==> src/rtl/sram_spi_master_if.sv <==
// CPU-side request/response bus for the serial-SRAM master.
// Latency: none; plain wires bundled with direction-checked modports.
// Backpressure: requester must watch busy; requests while busy are dropped.
interface sram_spi_master_if #(
    parameter int ADDR_W = 24
);
    logic              ce;
    logic              memwrite;
    logic [2:0]        funct3;
    logic [ADDR_W-1:0] addr;
    logic [31:0]       datain;
    logic [31:0]       dataout;
    logic              busy;
    logic              valid;

    // Requester side (CPU memory/fetch stage)
    modport master (
        output ce, memwrite, funct3, addr, datain,
        input  dataout, busy, valid
    );

    // Responder side (the SPI SRAM master)
    modport slave (
        input  ce, memwrite, funct3, addr, datain,
        output dataout, busy, valid
    );
endinterface

==> src/rtl/sram_spi_master.sv <==
// Serial-SRAM master: one byte/half/word load or store as a single SPI mode-0 sequential transfer.
// Latency: valid at accept + 1 + 2*SCLK_HALF*(8+ADDR_W+8*bytes) cycles; busy high in between.
// Backpressure: nothing is queued; ce is ignored while busy and during the valid cycle.
module sram_spi_master #(
    parameter int SCLK_HALF = 1,
    parameter int ADDR_W    = 24
) (
    input  logic             clk,
    input  logic             reset,
    sram_spi_master_if.slave bus,
    output logic             si,
    input  logic             so,
    output logic             sclk,
    output logic             sram_ce
);
    // Shift register holds command, address and up to four write bytes.
    localparam int SR_W  = 8 + ADDR_W + 32;
    localparam int BIT_W = $clog2(SR_W + 1);
    localparam int HC_W  = (SCLK_HALF > 1) ? $clog2(SCLK_HALF) : 1;

    localparam logic [HC_W-1:0]  HALF_LAST  = HC_W'(SCLK_HALF - 1);
    localparam logic [BIT_W-1:0] DATA_START = BIT_W'(8 + ADDR_W);
    localparam logic [7:0]       CMD_READ   = 8'h03;
    localparam logic [7:0]       CMD_WRITE  = 8'h02;

    typedef enum logic [1:0] {
        IDLE  = 2'd0,
        SHIFT = 2'd1,
        DONE  = 2'd2
    } state_t;

    state_t             state_q,    state_d;
    logic [SR_W-1:0]    sr_q,       sr_d;
    logic [31:0]        rx_q,       rx_d;
    logic [BIT_W-1:0]   bit_cnt_q,  bit_cnt_d;
    logic [BIT_W-1:0]   last_bit_q, last_bit_d;
    logic [HC_W-1:0]    half_cnt_q, half_cnt_d;
    logic               read_q,     read_d;
    logic               zext_q,     zext_d;
    logic [1:0]         size_q,     size_d;
    logic [31:0]        dataout_q,  dataout_d;
    logic               busy_q,     busy_d;
    logic               valid_q,    valid_d;
    logic               sclk_q,     sclk_d;
    logic               sram_ce_q,  sram_ce_d;

    logic [BIT_W-1:0]   req_bits;
    logic [7:0]         req_cmd;
    logic [4:0]         data_bit;
    logic [4:0]         rx_idx;
    logic [31:0]        load_ext;

    // Request decode: data bit count and command byte for the incoming access.
    always_comb begin
        req_cmd = bus.memwrite ? CMD_WRITE : CMD_READ;
        case (bus.funct3[1:0])
            2'b00:   req_bits = BIT_W'(8);
            2'b01:   req_bits = BIT_W'(16);
            default: req_bits = BIT_W'(32);
        endcase
    end

    // Received bits land byte-by-byte little-endian, MSB-first inside each byte.
    always_comb begin
        data_bit = 5'(bit_cnt_q - DATA_START);
        rx_idx   = {data_bit[4:3], ~data_bit[2:0]};
        case (size_q)
            2'b00:   load_ext = {{24{~zext_q & rx_q[7]}},  rx_q[7:0]};
            2'b01:   load_ext = {{16{~zext_q & rx_q[15]}}, rx_q[15:0]};
            default: load_ext = rx_q;
        endcase
    end

    // Next-state logic for the transfer sequencer and all registered outputs.
    always_comb begin
        state_d    = state_q;
        sr_d       = sr_q;
        rx_d       = rx_q;
        bit_cnt_d  = bit_cnt_q;
        last_bit_d = last_bit_q;
        half_cnt_d = half_cnt_q;
        read_d     = read_q;
        zext_d     = zext_q;
        size_d     = size_q;
        dataout_d  = dataout_q;
        busy_d     = busy_q;
        valid_d    = 1'b0;
        sclk_d     = sclk_q;
        sram_ce_d  = sram_ce_q;

        case (state_q)
            IDLE: begin
                if (bus.ce) begin
                    state_d    = SHIFT;
                    // Write bytes go out lowest byte first, so reverse byte order here.
                    sr_d       = {req_cmd, bus.addr,
                                  bus.datain[7:0], bus.datain[15:8],
                                  bus.datain[23:16], bus.datain[31:24]};
                    rx_d       = '0;
                    bit_cnt_d  = '0;
                    last_bit_d = DATA_START + req_bits - BIT_W'(1);
                    half_cnt_d = '0;
                    read_d     = ~bus.memwrite;
                    zext_d     = bus.funct3[2];
                    size_d     = bus.funct3[1:0];
                    busy_d     = 1'b1;
                    sclk_d     = 1'b0;
                    sram_ce_d  = 1'b0;
                end
            end

            SHIFT: begin
                if (half_cnt_q != HALF_LAST) begin
                    half_cnt_d = half_cnt_q + HC_W'(1);
                end else begin
                    half_cnt_d = '0;
                    if (!sclk_q) begin
                        // Rising edge: sample MISO during the data phase of a load.
                        sclk_d = 1'b1;
                        if (read_q && (bit_cnt_q >= DATA_START)) begin
                            rx_d[rx_idx] = so;
                        end
                    end else begin
                        // Falling edge: either finish or present the next MOSI bit.
                        sclk_d = 1'b0;
                        if (bit_cnt_q == last_bit_q) begin
                            state_d   = DONE;
                            sr_d      = '0;
                            sram_ce_d = 1'b1;
                            busy_d    = 1'b0;
                            valid_d   = 1'b1;
                            if (read_q) begin
                                dataout_d = load_ext;
                            end
                        end else begin
                            bit_cnt_d = bit_cnt_q + BIT_W'(1);
                            sr_d      = {sr_q[SR_W-2:0], 1'b0};
                        end
                    end
                end
            end

            DONE: begin
                state_d = IDLE;
            end

            default: begin
                state_d = IDLE;
            end
        endcase
    end

    // State and output registers; reset aborts any transfer and deselects the SRAM.
    always_ff @(posedge clk) begin
        if (reset) begin
            state_q    <= IDLE;
            sr_q       <= '0;
            rx_q       <= '0;
            bit_cnt_q  <= '0;
            last_bit_q <= '0;
            half_cnt_q <= '0;
            read_q     <= 1'b0;
            zext_q     <= 1'b0;
            size_q     <= 2'b00;
            dataout_q  <= '0;
            busy_q     <= 1'b0;
            valid_q    <= 1'b0;
            sclk_q     <= 1'b0;
            sram_ce_q  <= 1'b1;
        end else begin
            state_q    <= state_d;
            sr_q       <= sr_d;
            rx_q       <= rx_d;
            bit_cnt_q  <= bit_cnt_d;
            last_bit_q <= last_bit_d;
            half_cnt_q <= half_cnt_d;
            read_q     <= read_d;
            zext_q     <= zext_d;
            size_q     <= size_d;
            dataout_q  <= dataout_d;
            busy_q     <= busy_d;
            valid_q    <= valid_d;
            sclk_q     <= sclk_d;
            sram_ce_q  <= sram_ce_d;
        end
    end

    assign si          = sr_q[SR_W-1];
    assign sclk        = sclk_q;
    assign sram_ce     = sram_ce_q;
    assign bus.dataout = dataout_q;
    assign bus.busy    = busy_q;
    assign bus.valid   = valid_q;
endmodule

==> src/flat_wrapper.sv <==
// flat-port wrapper written by rule: the top's interface ports become plain ports
module sram_spi_master_flat 
#(
    parameter int SCLK_HALF = 1,
    parameter int ADDR_W    = 24
)
  (clk, reset, si, so, sclk, sram_ce, bus_ce, bus_memwrite, bus_funct3, bus_addr, bus_datain, bus_dataout, bus_busy, bus_valid);
  sram_spi_master_if #(.ADDR_W(ADDR_W)) bus_i ();
  input  logic clk;
  input  logic reset;
  output logic si;
  input  logic so;
  output logic sclk;
  output logic sram_ce;
  input wire logic [$bits(bus_i.ce)-1:0] bus_ce;
  input wire logic [$bits(bus_i.memwrite)-1:0] bus_memwrite;
  input wire logic [$bits(bus_i.funct3)-1:0] bus_funct3;
  input wire logic [$bits(bus_i.addr)-1:0] bus_addr;
  input wire logic [$bits(bus_i.datain)-1:0] bus_datain;
  output wire logic [$bits(bus_i.dataout)-1:0] bus_dataout;
  output wire logic [$bits(bus_i.busy)-1:0] bus_busy;
  output wire logic [$bits(bus_i.valid)-1:0] bus_valid;
  assign bus_i.ce = bus_ce;
  assign bus_i.memwrite = bus_memwrite;
  assign bus_i.funct3 = bus_funct3;
  assign bus_i.addr = bus_addr;
  assign bus_i.datain = bus_datain;
  assign bus_dataout = bus_i.dataout;
  assign bus_busy = bus_i.busy;
  assign bus_valid = bus_i.valid;
  sram_spi_master #(.SCLK_HALF(SCLK_HALF), .ADDR_W(ADDR_W)) u_core (.clk(clk), .reset(reset), .bus(bus_i), .si(si), .so(so), .sclk(sclk), .sram_ce(sram_ce));
endmodule
==> config.mk <==
export PLATFORM = sky130hd
export DESIGN_NAME = sram_spi_master_flat
export DESIGN_NICKNAME = d
export VERILOG_FILES = /design/src/rtl/sram_spi_master_if.sv /design/src/rtl/sram_spi_master.sv /design/src/flat_wrapper.sv
export SDC_FILE = /design/constraint.sdc
export NUM_CORES = 1
export LEC_CHECK = 0
export CAP_MARGIN = 0
export CORE_ASPECT_RATIO = 1.5
export CORE_UTILIZATION = 49
export CTS_CLUSTER_SIZE = 14
export DETAILED_ROUTE_END_ITERATION = 6
export PLACE_DENSITY = 0.77
export SLEW_MARGIN = 20
export SYNTH_ARGS = -nofsm -noshare
export SYNTH_HDL_FRONTEND = slang
export SYNTH_SLANG_ARGS = --single-unit
==> constraint.sdc <==
create_clock -name clk -period 1.7 [get_ports clk]
set_input_delay 0.34 -clock clk [delete_from_list [all_inputs] [get_ports clk]]
set_output_delay 0.34 -clock clk [all_outputs]
set_load 0.005 [all_outputs]
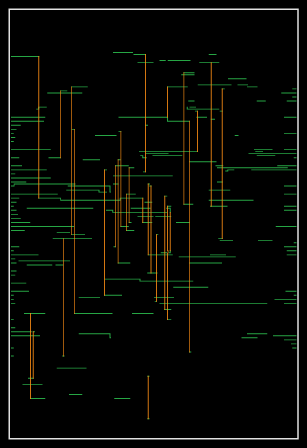
**Above:** run 1 (signal wires by layer).
Only two layers are drawn.
Key: orange = M4 [wire length 903 um]; green = M3 [wire length 1,100 um]

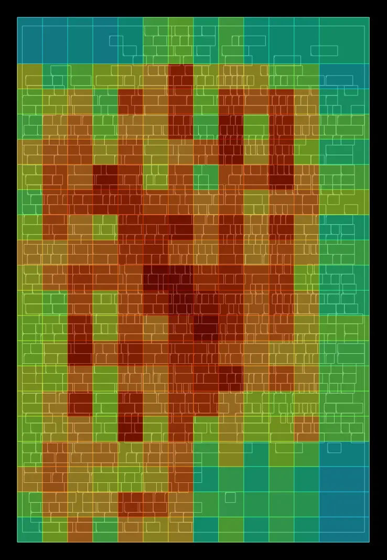
**Above:** run 1 (routing congestion map).
post-layout util: 71.8%
met3 Track Usage GR: 5.45%
WL per Instance: 19.7 um
GR Util All Layers: 27.0%

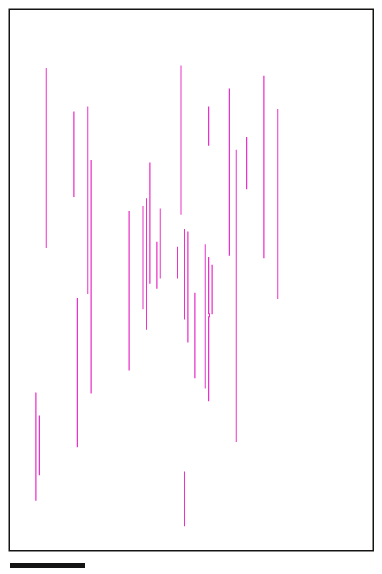
**Above:** run 1 (met4 routing).
The bar under the picture is 20 um long.
The layer carries 903 um of wire. The longest straight run is 77.5 um.
Total Routed Length: 20,100 um
Via Count: 6,507

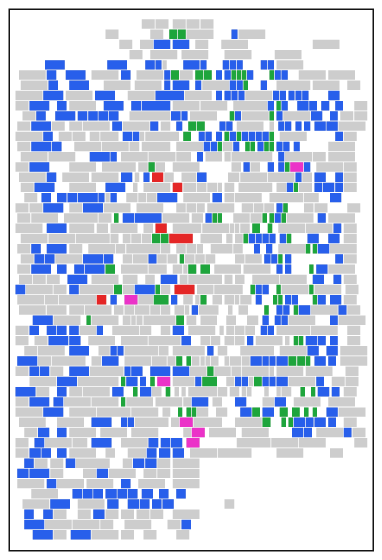
**Above:** run 1 (gate-type map).
Key: magenta = mux cells [cells 6, most used mux2i_1]; blue = aoi and oai cells [cells 310, most used a21oi_1, where spread over the die]; green = nand cells [cells 90, most used nand2_1]; red = non-inverting ao/oa cells [cells 6, where centre]

==> flow_summary.toml, run 1 <==
# synthesis and place-and-route metrics
[outcome]
status = "complete, but fails checks"
violations = "negative setup slack"

[timing]
slew_headroom_pct = 70.6
tightest_slew_ps = 439
fmax_mhz = 581
finalSetupViolations = 10
fin_ws_ps = -20.9

[finish]
final_area_um2 = 9350
layout_top_cell = "dfxtp_1"
antenna_cells = 0

[global_routing]
grt_max_degree = 70
grt_pass1_vias = 6249

[floorplanning]
rows = 51
fp.dieH_um = 144
fp.dieW_um = 96.5
ios = 101
fp-utilization_pct = 50.5

[placed_design]
dp_hpwl_um = 12100

[critical_path]
crit-reg2reg-launch = "u_core.bit_cnt_q[1]$_SDFFE_PP0P_"
crit_arrival_ps = 2070
crit_path_end = "u_core.sr_q[27]$_SDFFE_PP0P_"
path_buffers = 2
reg2reg_depth = 6

[hold_path]
holdPathEnd = "u_core.sr_q[1]$_SDFFE_PP0P_"

[synth]
mux_share_pct = 0.914
yosys-stat-cells = 727
synth.logic.top_family = "AND-OR/OR-AND gates"
ys_chip_area_um2 = 6570
async_reset_ff_share_pct = 0
area_leaders = "dfxtp_1 46%, o2bb2ai_1 8.5%, a22oi_1 6.3%"
ys_sh_xor_pct = 0.800
ys_sh_simple_pct = 12.0
syn_area_um2 = 6570

[drt]
dr.pass1.iters = 5
drt-initial-drc-count = 411
route.detailed.drc = 0

[power_and_ir_drop]
power_mw = 8.95

[clock_tree]
tritoncts = "done"
## run 1: registers in the layout (all words and copies together), names as in the netlist, 2 cells and up
| signal | flops |
|---|---|
| u_core.sr_q | 64 |
| u_core.bit_cnt_q | 7 |
| u_core.bus.dataout | 32 |
| u_core.rx_q | 32 |
| u_core.size_q | 2 |
| u_core.state_q | 2 |
| u_core.last_bit_q | 5 |
## run 1: cell type report
cell class | instances | area [um^2]
clock inverter | 12 | 165
inverter | 8 | 30.0
clock buffer | 20 | 457
sequential | 150 | 3020
multi-input combinational | 484 | 3600
tap | 159 | 199
fill | 894 | 3670
timing repair buffer | 186 | 1880
## run 1: cells in the mapped netlist, drive strengths merged (6+ instances only)
master / instances
a211oi: 6
a31oi: 26
clkbuf: 56
mux2i: 6
buf: 29
inv: 8
nand2: 62
nand2b: 11
a21oi: 79
dfxtp: 150
o2bb2ai: 64
o21ai: 35
a311oi: 25
nor2: 20
nor4: 10
a22oi: 55
o2111ai: 7
nand4: 9
o31ai: 10
## run 1: metrics by stage
stage	worst slack, ps	setup TNS, ps	cells
2_1_floorplan	26.3	0	727
3_3_place_gp	-327	-24770	973
3_5_place_dp	-378	-32890	973
4_1_cts	-22.4	-148	1011
5_1_grt	-87.5	-2450	1019
6_report	-20.9	-70.2	1019
## run 1: report_power, final
part           internal (mW)  switching (mW)
sequential              3.63           0.102
combinational          0.557           0.681
clock                   2.41            1.56
total                   6.60            2.34
## run 1: metal layers
metal / wire, um / GRT usage (%)
met5: 0 / 0
met4: 902 / 15.6
met3: 1100 / 5.45
met2: 10600 / 46.0
met1: 7440 / 30.5
## run 1: timing repair
action	4_1_cts	5_1_grt
resized	13	81
setup buffers	5	2
setup endpoints to repair	103	122
cloned	1	6
pin swaps	2	9
==> run 2, diff against run 1 <==
- CAP_MARGIN: 0 -> unset
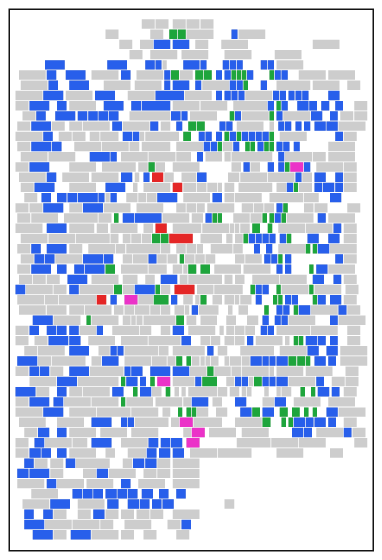
**Above:** run 2 (gate-type map).
Key: blue = aoi and oai cells [cells 310, most used a21oi_1, where spread over the die]; magenta = mux cells [cells 6, most used mux2i_1]; red = non-inverting ao/oa cells [cells 6, where centre]; green = nand cells [cells 90, most used nand2_1]
Comb/total area: 38.5%
Commonest Layout Cell: dfxtp_1

==> flow_summary.toml, run 2 <==
# synthesis and place-and-route metrics
[synth]
synthesis.instances = 727
ys_sh_simple_pct = 12.0
mux_share_pct = 0.914
top_cells_by_count = "150 x dfxtp_1, 79 x a21oi_1, 64 x o2bb2ai_1"
avgSynthCellArea_um2 = 9.04
synth_adder_area_share_pct = 0.952
syn_area_um2 = 6570
async_reset_ff_share_pct = 0
ys_sh_xor_pct = 0.800
yosys-stat-cells = 727
synth.logic.top_family = "AND-OR/OR-AND gates"
top_cell = "dfxtp_1"
ys_chip_area_um2 = 6570

[critical_path]
crit-reg2reg-launch = "u_core.bit_cnt_q[1]$_SDFFE_PP0P_"
path_buffers = 2
reg2reg_depth = 6
crit_arrival_ps = 2070

[drt]
drt-initial-drc-count = 411
dr.pass1.iters = 5
wl_um = 20100
route.detailed.drc = 0
wl_per_cell_um = 19.7
via_count = 6507

[global_routing]
grt_pass1_vias = 6249
grt_max_degree = 70

[floorplanning]
dieArea_um2 = 13900
fp.dieH_um = 144
ios = 101
fp.dieW_um = 96.5
fp-utilization_pct = 50.5

[finish]
largest_reg_flops = 64
drive_gt1_share_pct = 23.7
antenna_cells = 0
fillers = 894
regMostFlops = "u_core.sr_q"
final_util_pct = 71.8

[outcome]
status = "complete, but fails checks"
violations = "negative setup slack"

[timing]
tightest_slew_ps = 439
setup_tns_ps = -70.2
fin_ws_ps = -20.9
period_needed_ps = 1720
fmax_mhz = 581
finalSetupViolations = 10
slew_headroom_pct = 70.6

[placed_design]
gp_congestion = 0.951
dp_hpwl_um = 12100
dp_slack_ps = -378

[hold_path]
min_path_type = "primary input to flip-flop"
holdPathEnd = "u_core.sr_q[1]$_SDFFE_PP0P_"

[clock_tree]
tritoncts = "done"
-- run 2: power breakdown --
part,total [mW],switching [mW],internal [mW]
registers,3.74,0.102,3.63
clock network,3.97,1.56,2.41
logic,1.24,0.681,0.557
total,8.95,2.34,6.60
-- run 2: per-stage QoR --
step	area [um^2]	std cells	power (mW)	hold slack, ps
floorplan	6580	727	4.38	432
global placement	8060	973	4.82	439
detailed placement	8060	973	4.85	450
CTS	8800	1011	8.81	321
global route	9350	1019	9.20	340
finish	9350	1019	8.95	340
-- run 2: cells by family after synthesis --
group	Yosys count
muxes	6
and+or+nand+nor	151
xor gates and xnor gates	6
AOI/OAI and AO/OA	316
adders and majority gates	5
DFF	150
buffers and inverters	93
-- run 2: layout make-up --
type                            count  area [um^2]  share of cell area [%]
Multi-Input combinational cell    484         3600                    38.5
Sequential cell                   150         3020                    32.3
Timing Repair Buffer              186         1880                    20.1
Clock buffer                       20          457                    4.88
Tap cell                          159          199                    2.13
Clock inverter                     12          165                    1.77
Inverter                            8         30.0                   0.321
-- run 2: what timing repair did --
| item | 4_1_cts | 5_1_grt |
|---|---|---|
| pin swaps | 2 | 9 |
| resized | 13 | 81 |
| endpoints found under the setup margin | 103 | 122 |
| buffers inserted | 5 | 2 |
| hold buffers | 0 | 0 |
| cloned | 1 | 6 |
-- run 2: per-layer routing --
metal  global-route usage (%)  part of all wire [%]
met1                     30.5                    37
met2                     46.0                    53
met3                     5.45                   5.5
met4                     15.6                   4.5
met5                        0                     0
**Run 2: where the registers sit**

The bar under the picture is 20 um long. Other sequential cells in the stronger grey, the rest of the logic in the fainter grey.
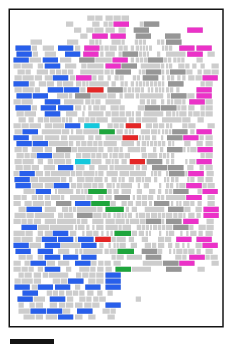

==> run 3, diff against run 2 <==
- CORE_UTILIZATION: 49 -> 50
- CTS_BUF_LIST: unset -> sky130_fd_sc_hd__clkbuf_2
- PLACE_DENSITY: 0.77 -> 0.78
- REMOVE_ABC_BUFFERS: unset -> 1
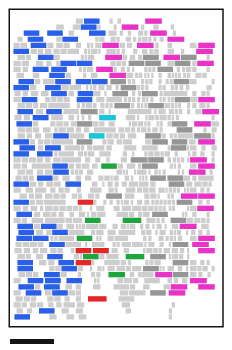
**Above:** run 3 (where the registers sit).
The bar under the picture is 20 um long. Other sequential cells in the stronger grey, the rest of the logic in the fainter grey.
Key: magenta = u_core.bus.dataout [flops 32]; cyan = u_core.state_q [flops 2]; green = u_core.bit_cnt_q [flops 7, where south]; blue = u_core.sr_q [flops 64]; red = u_core.last_bit_q [flops 5]
Another 40 sequential cells are not coloured.

==> flow_summary.toml, run 3 <==
# synthesis and place-and-route metrics
[outcome]
status = "complete, but fails checks"
violations = "negative setup slack"

[timing]
slew_headroom_pct = 62.3
tightest_slew_ps = 565
finalSetupViolations = 57
setup_tns_ps = -2770
whs_ps = 79.1
period_needed_ps = 1790
fmax_mhz = 559
fin_ws_ps = -88.6

[synth]
yosys-stat-cells = 727
area_leaders = "dfxtp_1 46%, o2bb2ai_1 8.5%, a22oi_1 6.3%"
top_cells_by_count = "150 x dfxtp_1, 79 x a21oi_1, 64 x o2bb2ai_1"
ys_chip_area_um2 = 6570
synthesis.instances = 727
syn_area_um2 = 6570
top_cell = "dfxtp_1"
async_reset_ff_share_pct = 0
avgSynthCellArea_um2 = 9.04
edf_count = 0

[placed_design]
dp_hpwl_um = 12300
dp_cells = 972
gp_congestion = 0.912
dp_slack_ps = -422

[critical_path]
crit_path_end = "u_core.sr_q[29]$_SDFFE_PP0P_"
crit_cells = 7
crit-reg2reg-launch = "u_core.last_bit_q[2]$_SDFFE_PP0P_"
crit_arrival_ps = 2480
reg2reg_depth = 7
path_buffers = 3

[finish]
regMostFlops = "u_core.sr_q"
drive_gt1_share_pct = 28.7
layout_top_cell = "dfxtp_1"
largest_reg_flops = 64
instances_no_fill = 1025
fillers = 979
antenna_cells = 0

[drt]
via_count = 6368
drt-initial-drc-count = 397
wl_per_cell_um = 18.7
wl_um = 19200
dr.pass1.iters = 5
ant_nets = 0
route.detailed.drc = 0

[floorplanning]
fp.dieW_um = 95.6
fp.dieH_um = 142
ios = 101
dieArea_um2 = 13600
rows = 50
fp-utilization_pct = 52.0

[global_routing]
grt_busiest_layer = "met2"
grt_use_total_pct = 27.9
grt_max_degree = 49
grt_use_met3_pct = 6.41
grt_overflow_total = 0
gr-usage-met2_pct = 50.3
grt_pass1_vias = 6317
met1_usage_pct = 30.3

[clock_tree]
cts_buffers = 17
holdBufCountCts = 0
clk_pin_slew_ps = 230
insertion_delay_ps = 750
htree_num_levels = 4
clk_path_buf_depth = 2

[hold_path]
holdPathEnd = "u_core.rx_q[8]$_SDFFE_PP0P_"
min_path_type = "primary input to flip-flop"

[power_and_ir_drop]
power_mw = 7.04
run 3: layer usage:
metal	routed length, um	up-vias	share of wire (%)
li1	-	3025	-
met1	7310	3099	38
met2	10300	201	54
met3	959	43	5.0
met4	623	0	3.2
met5	0	-	0
run 3: metrics by stage:
step / cell area [um^2] / utilization, %
after floorplan: 6190 / -
after detailed placement: 8100 / 64.1
after global routing: 8770 / 69.4
after global placement: 8100 / 64.1
after CTS: 8570 / 67.8
final: 8770 / 69.4
run 3: worst register-to-register path, delay by kind of cell, from the launching register on:
kind / cells / cell delay [ps]
DFF: 1 / 400
and+or+nand+nor: 1 / 200
buffers and inverters: 3 / 510
AOI/OAI and AO/OA: 3 / 640
run 3: where the power goes:
part,internal (mW),switching (mW)
clock network,0.706,1.37
logic,0.585,0.650
registers,3.64,0.0863
total,4.93,2.10
run 3: cells by family after synthesis:
logic type,after synthesis,share of synthesized area [%]
AND-OR/OR-AND,316,33.4
AND/OR/NAND/NOR,151,12.0
flip-flops,150,45.7
buffers and inverters,93,6.21
XOR/XNOR,6,0.800
multiplexers,6,0.914
adder cells (fa/ha/maj),5,0.952
run 3: layout make-up:
cell class	count	area, um^2	area share (%)
Clock inverter	13	145	1.66
Timing Repair Buffer	195	1830	20.9
Multi-Input combinational cell	484	3410	38.9
Clock buffer	19	95.1	1.08
Inverter	8	30.0	0.342
Tap cell	156	195	2.23
Sequential cell	150	3060	34.9
run 3: repair_timing:
action                                  in CTS  in global routing
endpoints found under the setup margin      88                149
gates cloned                                 2                  4
pin swaps                                    6                  8
buffers inserted                            11                  4
resized                                    151                 69
Power is estimated from default activity; no workload was simulated.
